==> run_1/clk_routes.png <==
(6 px per µm)
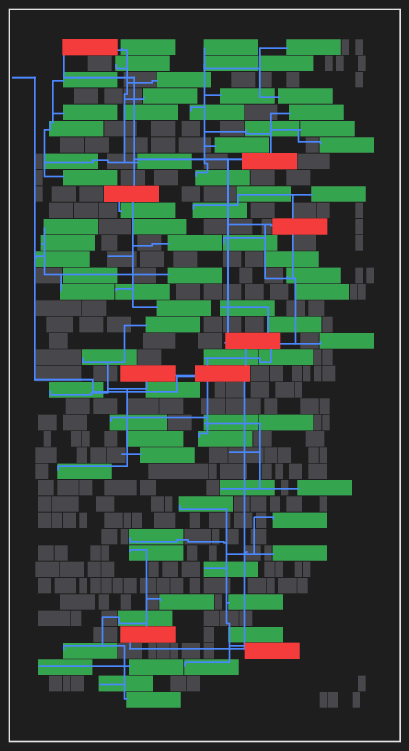
==> run_1/io_placement.png <==
(3 px per µm) Pins as bars across the die edge, other pins in gray.
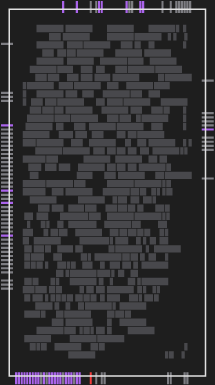
==> run_1/placement_by_type.png <==
(4 px per µm) Fill, decap, tap and diode cells in gray.
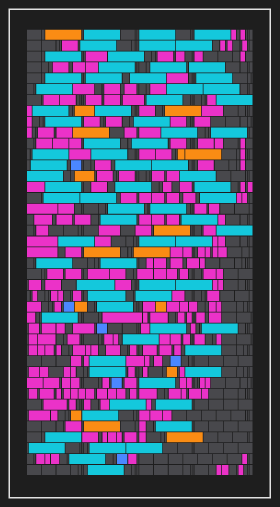
<file path="src/rtl/spi_pkg.sv">
// Shared definitions for the memory-mapped SPI master: register map,
// chip-select mode encodings and shift-engine state encoding.
// Optional build macro: SPI_LOOPBACK_EN (see spi_mmio.sv).
package spi_pkg;

  localparam logic [31:0] ADDR_SCKDIV = 32'h1002_4000;
  localparam logic [31:0] ADDR_CSMODE = 32'h1002_4018;
  localparam logic [31:0] ADDR_TXDATA = 32'h1002_4048;
  localparam logic [31:0] ADDR_RXDATA = 32'h1002_404c;

  // Mode 1 is not listed; it falls through to AUTO behaviour.
  localparam logic [1:0] CS_AUTO = 2'd0;
  localparam logic [1:0] CS_HOLD = 2'd2;
  localparam logic [1:0] CS_OFF  = 2'd3;

  typedef enum logic [1:0] {
    ST_IDLE = 2'd0,
    ST_LOW  = 2'd1,
    ST_HIGH = 2'd2
  } spi_state_e;

  function automatic logic is_spi_reg(input logic [31:0] addr);
    return (addr == ADDR_SCKDIV) || (addr == ADDR_CSMODE) ||
           (addr == ADDR_TXDATA) || (addr == ADDR_RXDATA);
  endfunction

endpackage

</file>
<file path="src/rtl/spi_mmio_if.sv">
// Memory request/response port between the processor and the SPI peripheral.
interface spi_mmio_if;
  logic        rq_en;
  logic [31:0] rq_addr;
  logic        rq_iswrite;
  logic [31:0] rq_wdata;
  logic        hit;
  logic        rs_en;
  logic [31:0] rs_data;

  modport master (output rq_en, rq_addr, rq_iswrite, rq_wdata,
                  input  hit, rs_en, rs_data);
  modport slave  (input  rq_en, rq_addr, rq_iswrite, rq_wdata,
                  output hit, rs_en, rs_data);
endinterface

</file>
<file path="src/rtl/spi_shift_engine.sv">
// Mode-0 MSB-first byte shifter: SCK divider, bit counter and shift register.
// The MISO sample taken on the rising phase is held aside and only shifted in
// at the end of the high phase, so the outgoing bits are never disturbed.
module spi_shift_engine
  import spi_pkg::*;
#(
  parameter int DIV_W = 12
) (
  input  logic             clk,
  input  logic             rst,
  input  logic             i_start,
  input  logic [DIV_W-1:0] i_div,
  input  logic [7:0]       i_txbyte,
  input  logic             i_miso,
  output logic             o_busy,
  output logic             o_done,
  output logic [7:0]       o_rxbyte,
  output logic             o_sck,
  output logic             o_mosi
);

  spi_state_e       r_state;
  spi_state_e       w_state_next;
  logic [DIV_W-1:0] r_div_lat;
  logic [DIV_W-1:0] r_cnt;
  logic [3:0]       r_bits;
  logic [7:0]       r_shift;
  logic             r_miso_bit;
  logic             w_phase_end;

  assign w_phase_end = (r_cnt == r_div_lat);

  // State register.
  always_ff @(posedge clk or posedge rst) begin
    if (rst) r_state <= ST_IDLE;
    else     r_state <= w_state_next;
  end

  // Next-state: each SCK phase lasts div+1 clocks; eight high phases end the byte.
  always_comb begin
    w_state_next = r_state;
    case (r_state)
      ST_IDLE: if (i_start)     w_state_next = ST_LOW;
      ST_LOW:  if (w_phase_end) w_state_next = ST_HIGH;
      ST_HIGH: if (w_phase_end) w_state_next = (r_bits == 4'd1) ? ST_IDLE : ST_LOW;
      default:                  w_state_next = ST_IDLE;
    endcase
  end

  // Outputs decoded from the current state and datapath registers.
  always_comb begin
    o_busy   = (r_state != ST_IDLE);
    o_sck    = (r_state == ST_HIGH);
    o_mosi   = (r_state != ST_IDLE) ? r_shift[7] : 1'b0;
    o_done   = (r_state == ST_HIGH) && w_phase_end && (r_bits == 4'd1);
    o_rxbyte = {r_shift[6:0], r_miso_bit};
  end

  // Divider, bit counter, shifter and MISO sample.
  always_ff @(posedge clk or posedge rst) begin
    if (rst) begin
      r_div_lat  <= '0;
      r_cnt      <= '0;
      r_bits     <= 4'd0;
      r_shift    <= 8'h00;
      r_miso_bit <= 1'b0;
    end else if (r_state == ST_IDLE) begin
      if (i_start) begin
        r_div_lat <= i_div;
        r_cnt     <= '0;
        r_bits    <= 4'd8;
        r_shift   <= i_txbyte;
      end
    end else if (w_phase_end) begin
      r_cnt <= '0;
      if (r_state == ST_LOW) begin
        r_miso_bit <= i_miso;
      end else begin
        r_shift <= {r_shift[6:0], r_miso_bit};
        r_bits  <= r_bits - 4'd1;
      end
    end else begin
      r_cnt <= r_cnt + 1'b1;
    end
  end

endmodule

</file>
<file path="src/rtl/spi_mmio.sv">
// Memory-mapped SPI master: register decode, RX holding register, CS control
// and a one-cycle response pipeline in front of spi_shift_engine.
// Build macro SPI_LOOPBACK_EN: feed spi_mosi back as MISO, ignoring spi_miso.
module spi_mmio
  import spi_pkg::*;
#(
  parameter int DIV_W   = 12,
  parameter int DIV_RST = 3
) (
  input  logic        clk,
  input  logic        reset,
  spi_mmio_if.slave   bus,
  output logic        spi_sck,
  output logic        spi_mosi,
  input  logic        spi_miso,
  output logic        spi_cs_n
);

  logic [DIV_W-1:0] r_sckdiv;
  logic [1:0]       r_csmode;
  logic             r_rx_valid;
  logic [7:0]       r_rxbyte;
  logic             r_rs_en;
  logic [31:0]      r_rs_data;

  logic        w_accept, w_wr, w_rd;
  logic        w_busy, w_done, w_start, w_pop, w_miso;
  logic [7:0]  w_rxbyte;
  logic [31:0] w_rdata;

  assign bus.hit = is_spi_reg(bus.rq_addr);
  assign w_accept = bus.rq_en && bus.hit;
  assign w_wr     = w_accept && bus.rq_iswrite;
  assign w_rd     = w_accept && !bus.rq_iswrite;
  // A TXDATA write while busy (including the completion cycle) is dropped.
  assign w_start  = w_wr && (bus.rq_addr == ADDR_TXDATA) && !w_busy;
  assign w_pop    = w_rd && (bus.rq_addr == ADDR_RXDATA) && r_rx_valid;

`ifdef SPI_LOOPBACK_EN
  assign w_miso = spi_mosi;
`else
  assign w_miso = spi_miso;
`endif

  spi_shift_engine #(.DIV_W(DIV_W)) u_engine (
    .clk      (clk),
    .rst      (reset),
    .i_start  (w_start),
    .i_div    (r_sckdiv),
    .i_txbyte (bus.rq_wdata[7:0]),
    .i_miso   (w_miso),
    .o_busy   (w_busy),
    .o_done   (w_done),
    .o_rxbyte (w_rxbyte),
    .o_sck    (spi_sck),
    .o_mosi   (spi_mosi)
  );

  // Read data mux; reads see register state from before the accepting edge.
  always_comb begin
    w_rdata = 32'h0;
    case (bus.rq_addr)
      ADDR_SCKDIV: w_rdata = 32'(r_sckdiv);
      ADDR_CSMODE: w_rdata = {30'h0, r_csmode};
      ADDR_TXDATA: w_rdata = {w_busy, 31'h0};
      ADDR_RXDATA: w_rdata = {~r_rx_valid, 23'h0, r_rxbyte};
      default:     w_rdata = 32'h0;
    endcase
  end

  // Chip select follows the mode register; AUTO tracks the engine's busy flag.
  always_comb begin
    case (r_csmode)
      CS_HOLD: spi_cs_n = 1'b0;
      CS_OFF:  spi_cs_n = 1'b1;
      default: spi_cs_n = ~w_busy;
    endcase
  end

  // Config registers and RX holding register; a completing byte wins over a pop.
  always_ff @(posedge clk or posedge reset) begin
    if (reset) begin
      r_sckdiv   <= DIV_W'(DIV_RST);
      r_csmode   <= CS_AUTO;
      r_rx_valid <= 1'b0;
      r_rxbyte   <= 8'h00;
    end else begin
      if (w_wr && bus.rq_addr == ADDR_SCKDIV) r_sckdiv <= bus.rq_wdata[DIV_W-1:0];
      if (w_wr && bus.rq_addr == ADDR_CSMODE) r_csmode <= bus.rq_wdata[1:0];
      if (w_done) begin
        r_rxbyte   <= w_rxbyte;
        r_rx_valid <= 1'b1;
      end else if (w_pop) begin
        r_rx_valid <= 1'b0;
      end
    end
  end

  // Response pipeline: one strobe per accepted request, zero data for writes.
  always_ff @(posedge clk or posedge reset) begin
    if (reset) begin
      r_rs_en   <= 1'b0;
      r_rs_data <= 32'h0;
    end else begin
      r_rs_en   <= w_accept;
      r_rs_data <= w_rd ? w_rdata : 32'h0;
    end
  end

  assign bus.rs_en   = r_rs_en;
  assign bus.rs_data = r_rs_data;

endmodule

</file>
<file path="src/flat_wrapper.sv">
// flat-port wrapper written by rule: the top's interface ports become plain ports
module spi_mmio_flat import spi_pkg::*;
#(
  parameter int DIV_W   = 12,
  parameter int DIV_RST = 3
)
  (clk, reset, spi_sck, spi_mosi, spi_miso, spi_cs_n, bus_rq_en, bus_rq_addr, bus_rq_iswrite, bus_rq_wdata, bus_hit, bus_rs_en, bus_rs_data);
  spi_mmio_if bus_i ();
  input  logic clk;
  input  logic reset;
  output logic spi_sck;
  output logic spi_mosi;
  input  logic spi_miso;
  output logic spi_cs_n;
  input wire logic [$bits(bus_i.rq_en)-1:0] bus_rq_en;
  input wire logic [$bits(bus_i.rq_addr)-1:0] bus_rq_addr;
  input wire logic [$bits(bus_i.rq_iswrite)-1:0] bus_rq_iswrite;
  input wire logic [$bits(bus_i.rq_wdata)-1:0] bus_rq_wdata;
  output wire logic [$bits(bus_i.hit)-1:0] bus_hit;
  output wire logic [$bits(bus_i.rs_en)-1:0] bus_rs_en;
  output wire logic [$bits(bus_i.rs_data)-1:0] bus_rs_data;
  assign bus_i.rq_en = bus_rq_en;
  assign bus_i.rq_addr = bus_rq_addr;
  assign bus_i.rq_iswrite = bus_rq_iswrite;
  assign bus_i.rq_wdata = bus_rq_wdata;
  assign bus_hit = bus_i.hit;
  assign bus_rs_en = bus_i.rs_en;
  assign bus_rs_data = bus_i.rs_data;
  spi_mmio #(.DIV_W(DIV_W), .DIV_RST(DIV_RST)) u_core (.clk(clk), .reset(reset), .bus(bus_i), .spi_sck(spi_sck), .spi_mosi(spi_mosi), .spi_miso(spi_miso), .spi_cs_n(spi_cs_n));
endmodule
</file>
<file path="config.mk">
export PLATFORM = sky130hd
export DESIGN_NAME = spi_mmio_flat
export DESIGN_NICKNAME = d
export VERILOG_FILES = /design/src/rtl/spi_pkg.sv /design/src/rtl/spi_mmio_if.sv /design/src/rtl/spi_shift_engine.sv /design/src/rtl/spi_mmio.sv /design/src/flat_wrapper.sv
export SDC_FILE = /design/constraint.sdc
export NUM_CORES = 1
export LEC_CHECK = 0
export CORE_ASPECT_RATIO = 2
export CORE_MARGIN = 4
export CORE_UTILIZATION = 60
export CTS_CLUSTER_SIZE = 25
export DETAILED_ROUTE_END_ITERATION = 8
export DONT_BUFFER_PORTS = 1
export HOLD_SLACK_MARGIN = 0.02
export PLACE_DENSITY_LB_ADDON = 0.25
export REMOVE_ABC_BUFFERS = 1
export SKIP_CTS_REPAIR_TIMING = 1
export SYNTH_ARGS = -nofsm -noshare
export SYNTH_HDL_FRONTEND = slang
export SYNTH_SLANG_ARGS = --single-unit
</file>
<file path="constraint.sdc">
create_clock -name clk -period 3.2 [get_ports clk]
set_input_delay 0.48 -clock clk [delete_from_list [all_inputs] [get_ports clk]]
set_output_delay 0.48 -clock clk [all_outputs]
set_load 0.01 [all_outputs]
</file>
==> results.txt, run 1 <==
Die X -> 64.9 µm
Routed wl met2 -> 4.26 mm
Setup_tns -> 0 ns
Top Consumer -> registers
DP Worst Slack -> 0.739 ns
Met1 wire length -> 2.89 mm
Slowest CP cell -> dfrtp_1
Vias -> 2,402
Reg power frac -> 49.0%
And-or/or-and share of the synthesized area -> 7.41%
DRC -> 0
Power Density -> 478 mW/mm²
IO Pins -> 106
Placed Cells -> 398
GR Util All Layers -> 21.5%
Worst Max-Slew Pin Slew -> 0.930 ns
Port-buffer cells -> 0
Cell Count, Final, Fillers Out -> 414
Worst path bufs/invs -> 0
Min Hold Slack -> 0.147 ns
MI comb cells -> 226
WP data required -> 3.42 ns
FF-to-FF End -> u_core.r_rxbyte[6]
Synthesis area per yosys -> 0.00388 mm²
Number of global-route vias before repair -> 2,616
Synthesis warning total -> 0
Met3 Use GR -> 5.17%
Leading cell kind -> flip-flops and latches
Overall Power -> 2.00 mW
Core box area -> 0.00631 mm²
Final wirelength -> 7.82 mm
Tightest Hold Check Type -> input pin to asynchronous set/reset pin
Part of the power in combinational logic -> 3.0%
Synth Seq Share -> 49.0%
Fmax -> 454 MHz
Non-Clock Buffer Count -> 6
Mux area share -> 16.0%
GR peak layer -> met2
Fin nets -> 395
Fillers -> 490
Adder Area Share -> 0.966%
Logic share of the area -> 43.5%
Worst Setup End Kind -> flop
Commonest Layout Cell -> dfrtp_1
Slowest stage delay, CP -> 0.47 ns
Clock tree root buffer cell -> clkbuf_16
Synth cell count leaders -> 74 x dfrtp_1, 42 x mux2_2, 19 x buf_4, 18 x nand2_1, 13 x xnor2_1
Share of cells above drive strength 1 -> 28.7%
TritonCTS clock tree -> yes
Tmin final -> 2.20 ns
Top cells, area -> dfrtp_1 48%, mux2_2 12%, mux2_4 3.9%
Total tool warning count -> 46
GR Util met1 -> 22.6%
Post-place instance area -> 0.00389 mm²
Top Layer Used -> met4
VDD IR max -> 363 µV
Max Slew Vio Count -> 0
Area growth syn-to-layout -> 7.70%
Clock latency at the later pin of the worst-skew pair -> 0.33 ns
Sw Ratio -> 22.0%
Maximum number of pins on one net before global-route repair -> 49
H-tree depth -> 3
Power Combinational -> 0.0595 mW
Met3 Wirelength -> 395 µm
Post-Syn Instances -> 319
Largest register FFs -> 13
Core Rows -> 41
Logic area -> 0.00182 mm²
Synthesized cell area -> 0.00388 mm²
WP depth -> 5
Avg Synthesized Cell Area -> 12.2 µm²
DRT iter0 DRCs -> 121
Met2 Use GR -> 38.4%
TritonRoute pass-1 iters -> 6
Number of enable flip-flop cells -> 0
TritonCTS Buffers -> 9
Worst path cell trace -> xnor2_1 -> nand4_1 -> nor3_2 -> nand3_2 -> mux2_2
Post-route ant nets -> 0
Antenna Cells -> 0
Delay-heaviest family, CP -> simple AND/OR/NAND/NOR gates
Register area -> 0.00190 mm²
Worst clock skew -> 0.00407 ns
Chip area -> 0.00790 mm²
Reg2reg setup slack -> 1.0 ns
P_sw -> 0.440 mW
Setup crit start kind -> flop
Fp util -> 61.6%
RD Place Congestion -> 0.855
Total grt overflow -> 0
Max_slew headroom -> 37.8%
Async SR Flop Fraction -> 100%
Seq cells -> 76
Clock transition at path regs -> 0.06 ns
Fin area -> 0.00418 mm²
Distinct cells, synth -> 54
Largest type area fraction -> 47.7%
Post-route setup slack -> 0.997 ns
Basic Gates by Area -> 17.0%
Final period util -> 68.9%
Dominant cell type by area after synthesis -> dfrtp_1
Vias/cell -> 5.80
# Cells Yosys -> 319
CLK BUF -> 11
First-pass GRT wire length -> 12.7 mm
Max clock buf depth -> 2
Clock share of power -> 48.0%
Leak pwr -> 1.89 nW
R2r worst-path depth -> 5
Post-synth regs -> 76
Die extent in y -> 122 µm
Initial antenna violation count -> 0
Clock-cell share -> 6.91%
CTS sink count -> 76
Synth top cell by count -> dfrtp_1
Seq/total area -> 45.5%
Non-CTS inverters -> 4
Reg-to-Reg Start -> u_core.u_engine.r_cnt[4]
P_int -> 1.56 mW
Outcome -> complete, no violations
Comb area leader -> simple AND/OR/NAND/NOR gates
-- clk_routes.png (at the start) --
[green] flip-flops | count: 76
[red] clock drivers | count: 9
[blue] clock wires | length: 941 µm
routed clock nets	10

-- io_placement.png (at the start) --
color	port	pins	direction	edge
purple	`bus_rq_wdata`	32	input	20 south, 7 north, 4 west, 1 east
red	`spi_sck`	1	output	south
all pins by edge	44 west, 32 south, 19 north, 11 east

-- placement_by_type.png (at the start) --
color	class	cells
cyan	sequential cells	76
blue	remaining buffers and delay cells	6
magenta	combinational and other logic	230
orange	clock drivers and dummy loads	16

==> run 1: how the worst max path moves through the flow <==
| stage | slack, ns | start | end |
|---|---|---|---|
| 2_1_floorplan | 0.76 | bus_rq_addr[11] | u_core.r_sckdiv[10] |
| 3_3_place_gp | 0.75 | bus_rq_addr[26] | u_core.bus.rs_data[6] |
| 3_5_place_dp | 0.74 | bus_rq_addr[26] | u_core.r_rx_valid |
| 4_1_cts | 0.99 | u_core.u_engine.r_cnt[2] | u_core.r_rxbyte[6] |
| 5_1_grt | 0.90 | u_core.u_engine.r_cnt[5] | u_core.r_rxbyte[6] |
| 6_report | 1.0 | u_core.u_engine.r_cnt[4] | u_core.r_rxbyte[6] |
## Run 2: what changed since run 1
==> constraint.sdc (replaced) <==
create_clock -name clk -period 2.2 [get_ports clk]
set_input_delay 0.33 -clock clk [delete_from_list [all_inputs] [get_ports clk]]
set_output_delay 0.33 -clock clk [all_outputs]
set_load 0.01 [all_outputs]
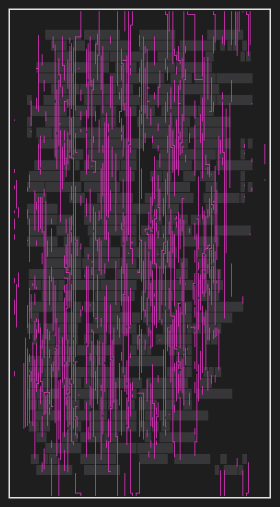
(run_2/layer_met2.png)
(4 px per µm) Cells faint in the background.
main direction	vertical
wire length on this layer	4,450 µm
nets with wire on the layer	357
share of all routed wire	56%

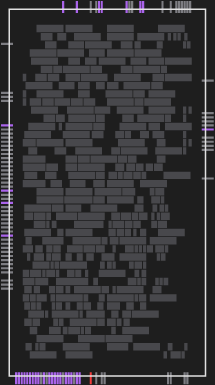
(run_2/io_placement.png)
(3 px per µm) Pins as bars across the die edge, other pins in gray.
Die X: 64.9 µm
Port-buffer cells: 0
die extent in y: 122 µm

==> run 2 against run 1 <==
  * Register-to-register slack got worse by 0.86 ns
  * Combinational power increased by 49%
  * Maximum frequency up 6.6%
  * Die area unchanged
  * Critical path type unchanged
  * Highest routed layer unchanged
==> results.txt, run 2 <==
Worst Max-Slew Pin Slew -> 0.649 ns
Comb area leader -> simple AND/OR/NAND/NOR gates
Largest type area fraction -> 47.7%
Synth top cell by count -> dfrtp_1
TritonRoute pass-1 iters -> 4
Synth cell count leaders -> 74 x dfrtp_1, 42 x mux2_2, 19 x buf_4, 18 x nand2_1, 13 x xnor2_1
Synthesized cell area -> 0.00388 mm²
Slowest stage delay, CP -> 0.47 ns
Max_slew headroom -> 56.7%
Maximum number of pins on one net before global-route repair -> 40
Leading cell kind -> flip-flops and latches
R2r worst-path depth -> 6
Clock transition at path regs -> 0.06 ns
Logic area -> 0.00183 mm²
# Cells Yosys -> 319
Synth Seq Share -> 49.0%
Vias -> 2,479
Seq/total area -> 44.3%
Clock share of power -> 48.7%
Antenna Cells -> 0
Worst Setup End Kind -> flop
Commonest Layout Cell -> dfrtp_1
CTS sink count -> 76
Clock tree root buffer cell -> clkbuf_16
Setup crit end -> u_core.u_engine.r_shift[4]
Tmin final -> 2.07 ns
Largest register FFs -> 13
Synthesis area per yosys -> 0.00388 mm²
Power Density -> 686 mW/mm²
Area growth syn-to-layout -> 10.8%
Overall Power -> 2.95 mW
TritonCTS clock tree -> yes
Register area -> 0.00190 mm²
Reg-to-Reg Start -> u_core.u_engine.r_cnt[5]
Top cells, area -> dfrtp_1 48%, mux2_2 12%, mux2_4 3.9%
Core box area -> 0.00631 mm²
Worst path cell trace -> xnor2_1 -> nand4_1 -> nor3_2 -> buf_4 -> o2bb2ai_4 -> mux2_2
Reg power frac -> 48.3%
RD Place Congestion -> 0.894
Post-route setup slack -> 0.133 ns
FF-to-FF End -> u_core.u_engine.r_shift[4]
Seq cells -> 76
Fmax -> 484 MHz
Share of cells above drive strength 1 -> 29.8%
Tightest Hold Check Type -> input pin to flop
Worst Setup SP -> u_core.u_engine.r_cnt[5]
Post-synth regs -> 76
DP Worst Slack -> 0.0528 ns
Reg2reg setup slack -> 0.13 ns
Worst path bufs/invs -> 1
Clock latency at the later pin of the worst-skew pair -> 0.33 ns
Total grt overflow -> 0
P_sw -> 0.604 mW
Chip area -> 0.00790 mm²
Post-route ant nets -> 0
Number of global-route vias before repair -> 2,763
GR Util All Layers -> 22.1%
Setup crit start kind -> flop
Adder Area Share -> 0.966%
Delay-heaviest family, CP -> flip-flops
Basic Gates by Area -> 17.0%
Synthesis warning total -> 0
Mux area share -> 16.0%
Number of enable flip-flop cells -> 0
Part of the power in combinational logic -> 3.0%
Slowest CP cell -> dfrtp_1
Outcome -> complete, no violations
Top Consumer -> clock
MI comb cells -> 226
Max Slew Vio Count -> 0
Vias/cell -> 5.87
[run 2: cell counts after synthesis]
No cell type changed its count.
[run 2: routing by layer]
| metal | global-route usage (%) | vias to the layer above | share of wire [%] |
|---|---|---|---|
| li1 | - | 1134 | - |
| met1 | 21.4 | 1233 | 34 |
| met2 | 40.4 | 90 | 56 |
| met3 | 5.63 | 22 | 5.5 |
| met4 | 13.5 | 0 | 4.1 |
| met5 | 0 | - | 0 |
[run 2: metrics by stage]
step / hold WS, ns / instance area, µm²
final: 0.131 / 4300
after global routing: 0.131 / 4300
after CTS: -0.0263 / 4280
after detailed placement: 0.326 / 3990
after global placement: 0.326 / 3990
after floorplan: 0.459 / 3740
No activity file was given, so power comes from the tool's default toggle rates.
